Design mips_result_serializer_flat, sky130hd; sources not shown.
==> images/placed.png <==
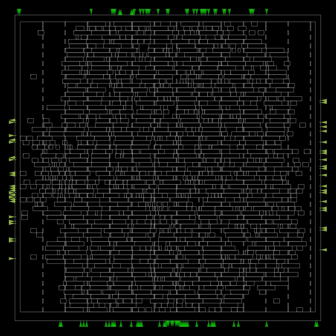
cell row count: 66
filler cell count: 2,190
fraction of area in registers: 63.9%
Final Util: 64.8%
Core Box Area: 32,800 sq um

==> images/util_map.png <==
Scale bar: 50 um. The die is cut into 19 by 19 equal tiles; white is low, dark blue is high, 0 to 100% covered.
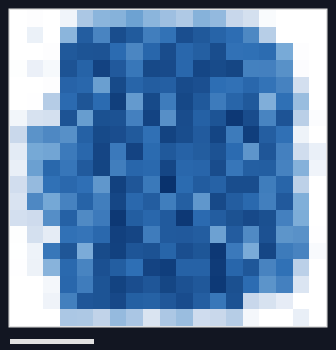
14% of the tiles are nearly empty. 46% of the tiles are over 75% full. The fullest tile reaches 99%.
Core Util at FP: 56.3%

==> images/floorplan.png <==
Scale bar: 50 um. Pins as bars on the die edge. Tap cells in grey.
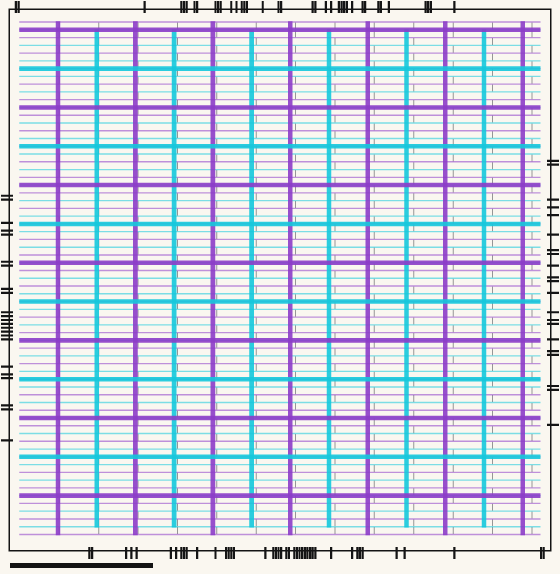
Key: purple = VSS; cyan = VDD
The core has 66 rows. 13 straps on met5.
DIE WIDTH: 189 um
Die H: 189 um
worst vdd ir: 0.000102 V

==> images/port_trees.png <==
Scale bar: 50 um.
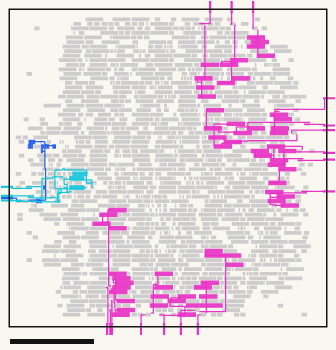
Key: magenta = bus_in_reg0 [bits 16, direction input, end cells 64, buffers 16, wire 1,010 um]; blue = bus_in_valid [bits 1, direction input, end cells 8, buffers 1, wire 77.0 um]; cyan = level [bits 3, direction output, end cells 3, buffers 3, wire 239 um]
IO Port Bufs: 122
I/O pins: 123

==> images/ff_map.png <==
Scale bar: 50 um.
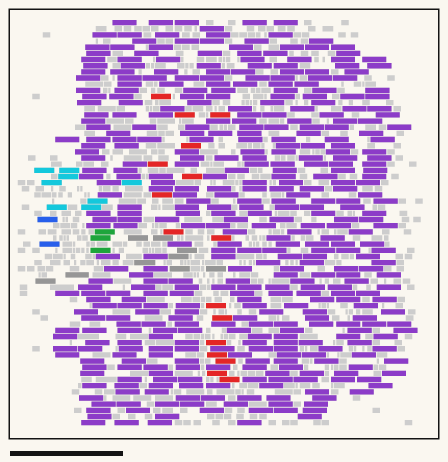
Key: green = u_core.level [flops 3]; purple = u_core.mem_q [flops 420, where all over the die]; cyan = u_core.seq_q [flops 8, where west]; blue = u_core.wr_ptr_q [flops 2]; red = u_core.bus.dout_data [flops 16]
Seq power: 2.56 mW
Storage cell area: 13,600 sq um

==> results.py <==
# Physical implementation metrics
metrics = {
    "run_status": {
        "status": "completed",
    },
    "detailed_routing": {
        "drtPass1Iterations": 7,
        "finalWirelength_mm": 39.7,
        "drc_errors": 0,
        "wire_per_inst_um": 23.8,
        "viasPerCell": 6.00,
        "drt_iter0_drc": 1262,
        "vias": 10000,
        "antenna_left": 0,
    },
    "synthesis": {
        "ys_top_logic_family": "multiplexers",
        "avgSynthCellArea_sq_um": 18.1,
        "xor_area_share_pct": 0.475,
        "ys_cells": 1021,
        "mux_area_share_pct": 13.7,
        "edf_count": 420,
        "yosys.area_share.aoi_pct": 5.11,
        "syn_inst": 1021,
        "ys_sh_adder_pct": 1.15,
        "ys_warn_count": 0,
        "yosysChipArea_sq_um": 18500,
        "ys.flop_type": "edfxtp_1",
        "ys_seq_share_pct": 73.5,
        "numSynthFlops": 458,
        "fp_nets": 1139,
        "syn_area_sq_um": 18500,
        "largest_area_cell": "edfxtp_1",
        "top_cells_by_area": "edfxtp_1, mux2i_1, dfrtp_1",
        "simple_gate_area_share_pct": 3.78,
        "synth-async-reset-ratio_pct": 8.30,
        "ys_types": 54,
        "synth.top_cell.area_share_pct": 68.3,
    },
    "cells_and_area": {
        "final_cell_area_sq_um": 21200,
        "fin_nets": 1295,
        "largest_reg_flops": 420,
        "num_antenna_cells": 0,
        "drive_above_1_share_pct": 13.2,
        "area_growth_pct": 15.1,
        "final-comb-area_sq_um": 4480,
    },
    "setup_path": {
        "cp_slowest_cell": "buf_4",
        "critPathMaxStageDelay_ns": 0.93,
        "rr_worst_depth": 6,
        "r2r_slack_ns": 5.75,
        "path_class": "reg -> reg",
        "crit_chain": "buf_12 > buf_4 > mux2i_1 > o22ai_1 > nor4_1 > o31ai_1",
        "path_buffers": 2,
        "cp.depth": 6,
        "arrival_ns": 4.18,
        "crit_required_ns": 9.93,
        "critPathTopFamily": "buffers and inverters",
        "crit_fanout": 120,
        "start_kind": "flip-flop",
        "cp-end-kind": "flip-flop",
    },
    "clocking": {
        "root_buffer": "clkbuf_8",
        "clk_path_buf_depth": 3,
        "cts.sinks": 458,
        "htreeDepth": 3,
        "clock_latency_ns": 0.57,
        "cts_hold_buf": 0,
        "cts_setup_buffers": 0,
        "cts.repair.resized": 0,
        "tritoncts": "yes",
        "clkTransAtPathRegs_ns": 0.05,
        "cts_buffers": 70,
    },
    "place": {
        "finalWeightedCongestion": 0.860,
        "hpwl_mm": 24.4,
        "place_ws_ns": 5.31,
        "placed_cell_area_sq_um": 20000,
    },
    "sta": {
        "fin_skew_ns": 0.0243,
        "holdWs_ns": 0.482,
        "hold_violations": 0,
        "post-route-period-util_pct": 39.6,
        "fmax_ghz": 0.266,
        "min_period_ns": 3.77,
        "drv_slew": 0,
        "worstMarginPinSlew_ns": 1.01,
        "maxSlewHeadroom_pct": 32.4,
        "setup_tns_ns": 0,
        "rsz0062_at_grt": "false",
        "setup_ws_ns": 5.75,
        "setup_violations": 0,
    },
    "grt": {
        "grtUsageTotal_pct": 22.3,
        "grt_antenna_before_repair": 0,
        "grt_max_degree": 121,
        "grt_pass1_wl_mm": 61.1,
        "grt_pass1_vias": 10400,
        "globalRoute.totalOverflow": 0,
    },
    "flow_run": {
        "warnings": 39,
        "max-cap-violations": 0,
    },
    "worst_hold_path": {
        "hold_depth": 1,
        "hp-class": "reg -> reg",
    },
    "floorplan": {
        "chip_area_sq_um": 35800,
    },
    "power": {
        "p_per_area_nw_per_um2": 210,
        "leakage_nw": 6.87,
    },
}
cell families (layout without fill, tap and decap cells):
group	after synthesis	count (layout)
mux	199	199
fa+ha+maj	17	17
compound gates	132	132
flops	458	458
buf+inv	62	272
xor+xnor	10	10
simple gates	143	143
through the flow:
step,total power [mW],std cells
6_report,4.45,1673
2_1_floorplan,2.82,1021
5_1_grt,4.63,1673
3_3_place_gp,2.99,1547
3_5_place_dp,3.02,1547
4_1_cts,4.47,1673
cell usage after synthesis, drive strengths merged, types with 2 or more instances:
| master | number |
|---|---|
| a2111oi | 8 |
| a211o | 7 |
| a21o | 2 |
| a21oi | 6 |
| a221o | 2 |
| a221oi | 7 |
| a22o | 9 |
| and2 | 6 |
| buf | 39 |
| clkbuf | 11 |
| dfrtp | 38 |
| edfxtp | 420 |
| ha | 17 |
| inv | 11 |
| mux2 | 11 |
| mux2i | 147 |
| mux4 | 41 |
| nand2 | 29 |
| nand2b | 4 |
| nand3 | 5 |
| nand3b | 2 |
| nand4 | 3 |
| nor2 | 50 |
| nor2b | 9 |
| nor3 | 12 |
| nor3b | 2 |
| nor4 | 13 |
| o21ai | 28 |
| o221ai | 2 |
| o22ai | 48 |
| o31ai | 7 |
| or2 | 2 |
| or3b | 4 |
| xnor2 | 7 |
| xor2 | 3 |
layer usage:
layer  vias up  routed length, um  GRT usage [%]
li1       4406                  -              -
met3        59               3530           6.18
met5         -                  0              0
met4         0                570           5.44
met1      5110              17000           32.5
met2       461              18600           34.0
report_power, final:
group	switching, mW	internal [mW]	total, mW
Clock	0.716	0.754	1.47
Combinational	0.260	0.162	0.422
Sequential	0.0984	2.46	2.56
Total	1.07	3.37	4.45
cell usage in the layout, fill, tap and decap left out, types with 7 or more instances in the layout:
master and instances:
o31ai_1 7, xnor2_1 7, a22o_1 9, a211o_1 7, nand2_1 29, clkdlybuf4s50_1 122, mux4_2 39, a221oi_1 7
buf_4 11, clkbuf_8 75, o22ai_1 46, nor2b_1 9, inv_1 51, nor2_1 50, edfxtp_1 420, o21ai_0 28
nor4_1 13, nor3_1 12, mux2_2 11, ha_1 17, dfrtp_1 36, mux2i_1 147
area by class of cell:
cell class | count | share of cell area (%)
clock buffers | 75 | 4.86
flip-flops and latches | 458 | 63.9
clock inverters | 51 | 1.11
inverters | 12 | 0.212
well taps | 442 | 2.60
multi-input cells | 501 | 21.1
repair buffers | 134 | 6.23
Power is estimated from default activity; no workload was simulated.
